Run 1, where the registers sit:
Scale bar: 20 µm. Other cells in gray.
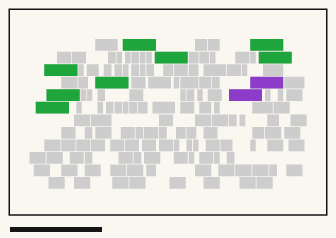
Run 1, sizing map:
Scale bar: 20 µm.
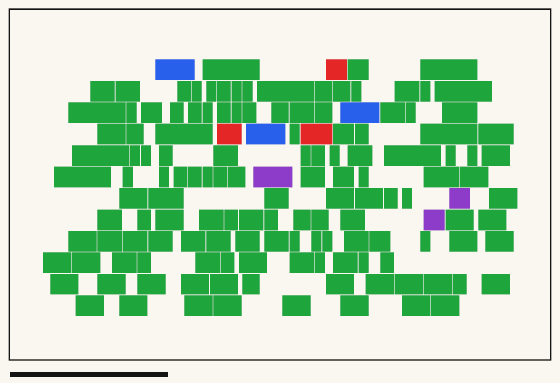
Run 1, cells colored by class:
Scale bar: 20 µm.
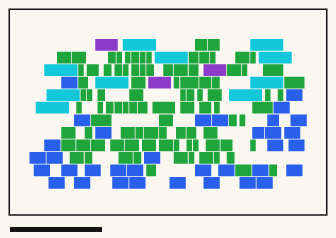
Run 1, gate families picked out:
Scale bar: 20 µm.
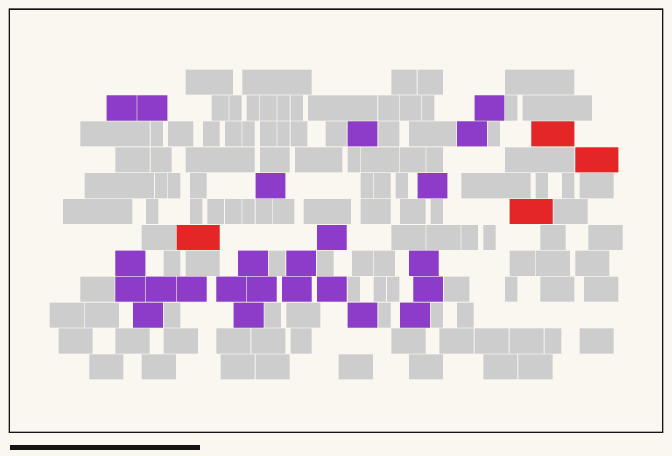
## config.mk

```make
export PLATFORM = sky130hd
export DESIGN_NAME = hazard_stall_unit
export DESIGN_NICKNAME = d
export VERILOG_FILES = /design/src/rtl/hazard_pkg.sv /design/src/rtl/hazard_stall_unit_div_busy_fsm.sv /design/src/rtl/hazard_stall_unit.sv
export SDC_FILE = /design/constraint.sdc
export NUM_CORES = 1
export LEC_CHECK = 0
export ABC_CLOCK_PERIOD_IN_PS = 5600
export CORE_ASPECT_RATIO = 0.6
export CORE_MARGIN = 4
export CORE_UTILIZATION = 38
export CTS_CLUSTER_SIZE = 24
export DETAILED_ROUTE_END_ITERATION = 10
export GPL_ROUTABILITY_DRIVEN = 0
export GPL_TIMING_DRIVEN = 0
export PLACE_DENSITY_LB_ADDON = 0.05
export SYNTH_ARGS = -nofsm -noshare
export SYNTH_HDL_FRONTEND = slang
export SYNTH_SLANG_ARGS = --single-unit
```

## constraint.sdc

```tcl
create_clock -name clk -period 5.6 [get_ports clk]
set_input_delay 1.4 -clock clk [delete_from_list [all_inputs] [get_ports clk]]
set_output_delay 1.4 -clock clk [all_outputs]
set_load 0.005 [all_outputs]
```

## src/rtl/hazard_pkg.sv

```systemverilog
// hazard_pkg: shared types and constants for the pipeline hazard/stall unit.
// Holds the divide FSM state encoding, the default divide latency and the
// register-zero constant, plus a small compare helper used by the top level.
package hazard_pkg;

  // Divide occupancy FSM states; encodings are fixed for debug visibility.
  typedef enum logic [1:0] {
    DIV_IDLE = 2'd0,
    DIV_BUSY = 2'd1,
    DIV_DONE = 2'd2
  } div_state_t;

  // Total cycles E is held by a divide, including the start cycle.
  localparam int unsigned DIV_LAT_DEFAULT = 32;

  // $zero never carries a dependence.
  localparam logic [4:0] REG_ZERO = 5'd0;

  // True when a writer's destination matches a reader's source and the
  // register is not $zero.
  function automatic logic reg_hit(input logic [4:0] dst, input logic [4:0] src);
    return (dst != REG_ZERO) && (dst == src);
  endfunction

endpackage

```

## src/rtl/hazard_stall_unit_div_busy_fsm.sv

```systemverilog
// div_busy_fsm: tracks how long a multi-cycle divide occupies E.
// IDLE -> BUSY on divstart (cnt loaded with DIV_LAT-2), BUSY counts down to
// zero, then one DONE cycle in which the quotient/remainder become valid.
// The start cycle itself already stalls, so the hold totals DIV_LAT cycles.
module div_busy_fsm
  import hazard_pkg::*;
#(
  parameter int unsigned DIV_LAT = DIV_LAT_DEFAULT
) (
  input  logic clk,
  input  logic rst,
  input  logic divstart,
  output logic divstall,
  output logic divdone,
  output logic divbusy
);

  // Countdown preload: the IDLE start cycle and the final BUSY cycle at
  // cnt == 0 account for the two cycles not covered by the count.
  localparam logic [7:0] CNT_LOAD = 8'(DIV_LAT - 2);

  div_state_t state;
  logic [7:0] cnt;

  // State register and countdown; divstart is ignored outside IDLE since
  // the same divide is still sitting in E during BUSY and DONE.
  always_ff @(posedge clk) begin
    if (rst) begin
      state <= DIV_IDLE;
      cnt   <= 8'd0;
    end else begin
      case (state)
        DIV_IDLE: begin
          if (divstart) begin
            state <= DIV_BUSY;
            cnt   <= CNT_LOAD;
          end else begin
            state <= DIV_IDLE;
            cnt   <= cnt;
          end
        end
        DIV_BUSY: begin
          if (cnt != 8'd0) begin
            state <= DIV_BUSY;
            cnt   <= cnt - 8'd1;
          end else begin
            state <= DIV_DONE;
            cnt   <= cnt;
          end
        end
        DIV_DONE: begin
          state <= DIV_IDLE;
          cnt   <= cnt;
        end
        default: begin
          state <= DIV_IDLE;
          cnt   <= 8'd0;
        end
      endcase
    end
  end

  // Stall/done/busy are decoded combinationally so they act in the same cycle.
  always_comb begin
    divstall = 1'b0;
    divdone  = 1'b0;
    divbusy  = 1'b0;
    case (state)
      DIV_IDLE: begin
        divstall = divstart;
        divdone  = 1'b0;
        divbusy  = 1'b0;
      end
      DIV_BUSY: begin
        divstall = 1'b1;
        divdone  = 1'b0;
        divbusy  = 1'b1;
      end
      DIV_DONE: begin
        divstall = 1'b0;
        divdone  = 1'b1;
        divbusy  = 1'b1;
      end
      default: begin
        divstall = 1'b0;
        divdone  = 1'b0;
        divbusy  = 1'b0;
      end
    endcase
  end

endmodule

```

## src/rtl/hazard_stall_unit.sv

```systemverilog
// hazard_stall_unit: detects the hazards forwarding cannot cover in the
// 5-stage MIPS core (load-use, branch compare in D, divide occupancy in E)
// and drives the stall/flush controls for F/D/E/M.
// Optional build macro HAZARD_PERF_CNT_EN adds a 32-bit stall-cycle counter
// on port stall_cnt; without it the port and counter do not exist.
module hazard_stall_unit
  import hazard_pkg::*;
#(
  parameter int unsigned DIV_LAT = DIV_LAT_DEFAULT
) (
  input  logic        clk,
  input  logic        rst,
  input  logic [31:0] instrD,
  input  logic        branchD,
  input  logic [4:0]  WAE,
  input  logic        wregE,
  input  logic        memtoregE,
  input  logic [4:0]  WAM,
  input  logic        memtoregM,
  input  logic        divstartE,
  output logic        stallF,
  output logic        stallD,
  output logic        stallE,
  output logic        flushE,
  output logic        flushM,
  output logic        divbusy,
  output logic        divdoneE
`ifdef HAZARD_PERF_CNT_EN
  ,
  output logic [31:0] stall_cnt
`endif
);

  logic [4:0] rs;
  logic [4:0] rt;
  logic       lwstall;
  logic       brstall;
  logic       br_e_hit;
  logic       br_m_hit;
  logic       divstall;
  logic       unused_instr_bits;

  assign rs = instrD[25:21];
  assign rt = instrD[20:16];

  // Opcode/immediate fields play no part in hazard detection.
  assign unused_instr_bits = ^{instrD[31:26], instrD[15:0]};

  div_busy_fsm #(
    .DIV_LAT (DIV_LAT)
  ) u_div_fsm (
    .clk      (clk),
    .rst      (rst),
    .divstart (divstartE),
    .divstall (divstall),
    .divdone  (divdoneE),
    .divbusy  (divbusy)
  );

  // Dependence compares. A branch compares in D, so any pending write in E
  // stalls it, but in M only a load does (ALU results forward M->D).
  always_comb begin
    lwstall  = 1'b0;
    br_e_hit = 1'b0;
    br_m_hit = 1'b0;
    brstall  = 1'b0;
    lwstall  = memtoregE & wregE & (reg_hit(WAE, rs) | reg_hit(WAE, rt));
    br_e_hit = wregE & (reg_hit(WAE, rs) | reg_hit(WAE, rt));
    br_m_hit = memtoregM & (reg_hit(WAM, rs) | reg_hit(WAM, rt));
    if (branchD) begin
      brstall = br_e_hit | br_m_hit;
    end else begin
      brstall = 1'b0;
    end
  end

  // Control muxing. A divide holds E and bubbles M; a D hazard during a
  // divide is absorbed because D is already held, and E must not be
  // flushed while it is being held.
  always_comb begin
    stallF = 1'b0;
    stallD = 1'b0;
    stallE = 1'b0;
    flushE = 1'b0;
    flushM = 1'b0;
    stallF = lwstall | brstall | divstall;
    stallD = lwstall | brstall | divstall;
    stallE = divstall;
    flushM = divstall;
    if (divstall) begin
      flushE = 1'b0;
    end else begin
      flushE = lwstall | brstall;
    end
  end

`ifdef HAZARD_PERF_CNT_EN
  // Counts every edge at which D is held; wraps naturally at 2^32.
  always_ff @(posedge clk) begin
    if (rst) begin
      stall_cnt <= 32'd0;
    end else if (stallD) begin
      stall_cnt <= stall_cnt + 32'd1;
    end else begin
      stall_cnt <= stall_cnt;
    end
  end
`endif

endmodule

```

==> reports/metrics.cfg, run 1 <==
[critical_path]
setup.worst_path.class=in -> out
worstPathRequired_ns=4.20
cp_max_fo=3
r2r_cells=7
path_buffers=3
slowest_stage=clkdlybuf4s50_1
r2r_slack_ns=3.52
r2r-start=u_div_fsm.state[0]
crit_chain=clkdlybuf4s50_1 -> or3_1 -> o311a_1 -> a22oi_1 -> nand3_1 -> buf_4 -> clkdlybuf4s50_1
critPathTopFamily=buffers and inverters
path_common_cell=clkdlybuf4s50_1

[place]
place_hpwl_mm=2.01
dp_cells=169
place_area_um2=1200

[floorplan]
io_pins=56
num_rows=12
fp.coreArea_um2=1970
die_y_um=44.3
chipWidth_um=68.5
fp_util=0.424

[final_timing]
worst_slew_pin_slew_ns=0.830
max_freq_mhz=203
hold_viol_final=0
finalCritPeriodShare=0.879
clock_skew_ns=0.00122

[yosys]
aoi_share=0.147
synth_chip_area_um2=835
syn_avg_cell_area_um2=7.73
mux_share=0
yosysWarnings=0
ys_sh_adder=0.0600
synth_area_leader_cell=xnor2_1
yosys.area_share.xor_xnor=0.252
synth_seq_share=0.240
logic_family=simple AND/OR/NAND/NOR gates

[power]
irDropWorstVdd_uv=134
comb_power_share=0.466
power_frac_seq=0.299
p_comb_mw=0.146
power_density_nw_per_um2=253
clkPwrFrac=0.235
powerClk_mw=0.0737
leakage_nw=0.449
internal_power_mw=0.207

[final_layout]
area_growth_pct=48.7
largest_reg_flops=8
nets=199
instances_no_fill=172
n_antenna_cell=0
regMostFlops=u_div_fsm.cnt
final_cell_mix=33 x clkdlybuf4s50_1, 24 x xnor2_1, 12 x nand2_1
lay_top_count=clkdlybuf4s50_1

[grt]
track_usage=0.165

[min_path]
hp-class=reg -> reg

[flow_run]
maxCapViolations=0

[routing]
wl_per_cell_um=13.6
drcViolationCount=0

[clock_network]
cts-hold-fix-buffers=0
clock-sinks=10

[run_status]
status=finished, final reports clean

Notes on 'where the registers sit' above:
color	name in the netlist	sequential cells
purple	`u_div_fsm.state`	2
green	`u_div_fsm.cnt`	8

Notes on 'sizing map' above:
color	size	cells	share
purple	x3 and x4	3	2.1%
green	x1 and smaller	135	94%
red	x2	3	2.1%
blue	x6 and larger	3	2.1%

Notes on 'cells colored by class' above:
color	class	cells
purple	clock-net drivers	3
green	remaining logic cells	96
blue	remaining buffers and delay cells	35
cyan	registers	10

Notes on 'gate families picked out' above:
color	family	cells	most used
purple	xor and xnor cells	24	xnor2_1
red	fa/ha/maj cells	4	ha_1

==> run 1: cells in the mapped netlist <==
library cell,instances
o31ai_1,2
nor2b_4,1
a21oi_1,6
or3b_2,1
o21ai_0,3
ha_1,4
o21ai_1,1
a311o_2,1
nor2b_1,1
nor3_1,4
buf_4,2
a311oi_1,1
and2b_1,1
a211oi_1,1
inv_1,6
nor4_1,4
a22oi_1,1
nor2_1,10
dfxtp_1,10
xnor2_1,24
or3_2,1
o311a_1,1
or3_1,2
nand2_1,12
nand3_1,6
o22ai_1,2
==> run 1: per-stage QoR <==
stage	hold slack [ns]	util
6_report	0.513	0.631
5_1_grt	0.529	0.631
4_1_cts	0.508	0.631
3_5_place_dp	0.500	0.610
3_3_place_gp	0.480	0.610
2_1_floorplan	0.446	-
==> run 1: layout make-up <==
type	count	share of cell area
plain buffers	2	0.0121
clock buffers	3	0.0333
inverters	6	0.0181
multi-input cells	90	0.481
flip-flops and latches	10	0.161
well taps	28	0.0282
repair buffers	33	0.266
==> run 1: layer usage <==
layer / GRT usage / vias up
met1: 0.255 / 396
li1: - / 448
met3: 0.0609 / 5
met5: 0 / -
met4: 0.0277 / 0
met2: 0.213 / 36
==> run 1: how the worst min path moves through the flow <==
stage                     slack, ns              from          endpoint  cells past startpoint
after floorplan                0.45  u_div_fsm.cnt[1]  u_div_fsm.cnt[1]                      2
after global routing           0.53  u_div_fsm.cnt[1]  u_div_fsm.cnt[1]                      2
final                          0.51  u_div_fsm.cnt[1]  u_div_fsm.cnt[1]                      2
after global placement         0.48  u_div_fsm.cnt[1]  u_div_fsm.cnt[1]                      2
after CTS                      0.51  u_div_fsm.cnt[1]  u_div_fsm.cnt[1]                      2
after detailed placement       0.50  u_div_fsm.cnt[1]  u_div_fsm.cnt[1]                      2
==> run 1 -> run 2 <==
- ABC_CLOCK_PERIOD_IN_PS: 5600 -> 6300
- CORE_MARGIN: 4 -> unset
- clock period: 5.6 -> 6.3 ns (I/O delays scaled with it)
Run 2, track usage over the die:
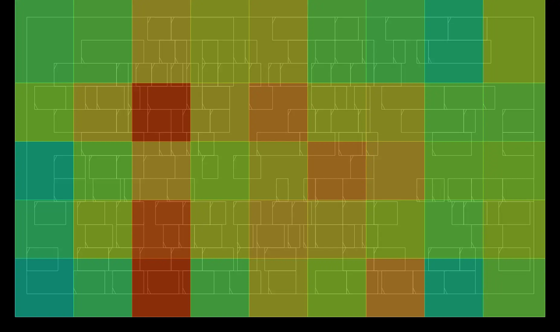
post-route core utilization: 0.626
Total GRT Usage: 0.221
Avg WL per Cell: 12.6 µm

==> run 2 against run 1 <==
Global-route usage up 5.6 points. Wire length down 6.9%. Final area decreased by 1.5%. Synthesized area unchanged. Core utilization fell by 0.48 points. Count of clock-buffer cells in the layout did not move. Worst hold slack lost 0.015 ns. Clock power decreased by 42%. Die area decreased by 21%. Synthesized cell count is the same. Worst setup slack improved by 0.38 ns. Via count decreased by 4.0%. Largest power group unchanged.
==> reports/metrics.cfg, run 2 <==
[final_layout]
largestRegisters=u_div_fsm.cnt x8, u_div_fsm.state x2
instances_no_fill=172  ; unchanged
area_growth_pct=46.5
nets=199  ; unchanged
n_antenna_cell=0  ; unchanged
regMostFlops=u_div_fsm.cnt
largest_reg_flops=8  ; unchanged
final_cell_mix=33 x clkdlybuf4s50_1, 24 x xnor2_1, 12 x nand2_1
lay_top_count=clkdlybuf4s50_1

[power]
leakage_nw=0.441  ; -1.7%
power_density_nw_per_um2=208  ; -18%
irDropWorstVdd_uv=117  ; -12%

[clock_network]
cts-hold-fix-buffers=0  ; unchanged
clock_latency_ns=0.27
cts_resized=0
htree_levels=1
clock-sinks=10  ; unchanged

[flow_run]
maxCapViolations=0  ; unchanged

[floorplan]
die-area_um2=2390
die_y_um=38.3  ; -14%
fp_util=0.428  ; +0.00326
chipWidth_um=62.5  ; -8.8%
io_pins=56  ; unchanged
num_rows=12  ; unchanged
fp.coreArea_um2=1950  ; -0.76%

[run_status]
status=finished, final reports clean

[yosys]
ys_sh_adder=0.0600  ; unchanged
synth_chip_area_um2=835  ; unchanged
mux_share=0  ; unchanged
aoi_share=0.147  ; unchanged
syn_area_um2=835
synth.area.top_cells=xnor2_1 25%, dfxtp_1 24%, ha_1 6.0%
yosys.area_share.xor_xnor=0.252  ; unchanged
synth_area_leader_cell=xnor2_1
syn_avg_cell_area_um2=7.73  ; unchanged
top_cells_by_count=24 x xnor2_1, 12 x nand2_1, 10 x dfxtp_1, 10 x nor2_1
synthArstFlopShare=0  ; unchanged
logic_family=simple AND/OR/NAND/NOR gates
edf_count=0  ; unchanged
top_cell=xnor2_1
synth_seq_share=0.240  ; unchanged
yosysWarnings=0  ; unchanged
ys.flop_type=dfxtp_1

[critical_path]
cp_max_fo=3  ; unchanged
worstPathRequired_ns=4.72  ; +0.52 ns
path_common_cell=clkdlybuf4s50_1
slowest_stage=clkdlybuf4s50_1
setup.worst_path.class=in -> out
end_kind=output pin
crit_chain=clkdlybuf4s50_1 -> or3_1 -> o311a_1 -> a22oi_1 -> nand3_1 -> buf_4 -> clkdlybuf4s50_1

[grt]
grt_pass1_wl_mm=3.80

[routing]
drcViolationCount=0  ; unchanged
vias_per_cell=4.94
ant_nets=0
drt_iter0_drc=21

[place]
place_hpwl_mm=1.82  ; -9.2%
dp_cells=169  ; unchanged

[final_timing]
hold_viol_final=0  ; unchanged
worst_slew_pin_slew_ns=0.767  ; -0.0628 ns
slew_violations=0
clock_skew_ns=0.00573  ; +0.00451 ns
fin_hold_ws_ns=0.498  ; -0.0149 ns
max_freq_mhz=191
rsz0062_at_grt=false
finalCritPeriodShare=0.832

[min_path]
hp-class=reg -> reg

Run 2, cells colored by class:
Scale bar: 20 µm.
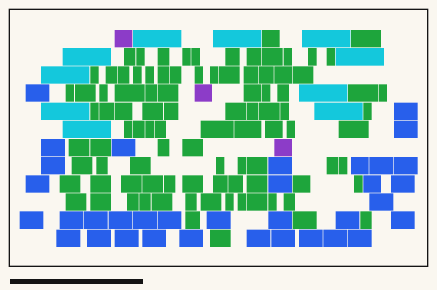
color	class	cells
blue	remaining buffers and delay cells	35
green	remaining logic cells	96
purple	clock-net drivers	3
cyan	registers	10

## run 2: cell counts after synthesis
No cell type changed its count.
## run 2: cell type report
cell class / count / area (µm²) / area share
multi-input cells: 90 / 597 / 0.488
inverters: 6 / 22.5 / 0.0184
repair buffers: 33 / 330 / 0.270
flip-flops and latches: 10 / 200 / 0.164
clock buffers: 3 / 22.5 / 0.0184
well taps: 28 / 35.0 / 0.0287
plain buffers: 2 / 15.0 / 0.0123
## run 2: metrics by stage
stage,power (mW),cell area [µm²]
2_1_floorplan,0.161,835
3_3_place_gp,0.209,1200
3_5_place_dp,0.212,1200
4_1_cts,0.257,1220
5_1_grt,0.277,1220
6_report,0.255,1220
## run 2: worst max-delay path, delay by kind of cell
family / cells / cell delay, ns
buffers and inverters: 3 / 1.06
AND/OR/NAND/NOR: 2 / 0.54
AND-OR/OR-AND: 2 / 0.50
## run 2: worst paths after layout
| kind | end | slack (ns) | from | cells past startpoint |
|---|---|---|---|---|
| min | u_div_fsm.cnt[1] | 0.50 | u_div_fsm.cnt[1] | 2 |
| min reg2reg | u_div_fsm.cnt[1] | 0.50 | u_div_fsm.cnt[1] | 2 |
| max | stallF | 1.06 | WAM[0] | 7 |
| max reg2reg | u_div_fsm.cnt[2] | 4.21 | u_div_fsm.state[0] | 7 |
## run 2: routing by layer
| layer | share of wire | GRT usage | wire length [µm] |
|---|---|---|---|
| met5 | 0 | 0 | 0 |
| met4 | 0.0028 | 0.0523 | 6 |
| met3 | 0.058 | 0.0714 | 126 |
| met2 | 0.41 | 0.323 | 882 |
| met1 | 0.53 | 0.311 | 1160 |
## run 2: where the power goes
group / total [mW] / internal [mW] / switching [mW]
clock network: 0.0427 / 0.0220 / 0.0207
registers: 0.0830 / 0.0732 / 0.00988
logic: 0.129 / 0.0692 / 0.0597
total: 0.255 / 0.164 / 0.0903
Power is estimated from default activity; no workload was simulated.
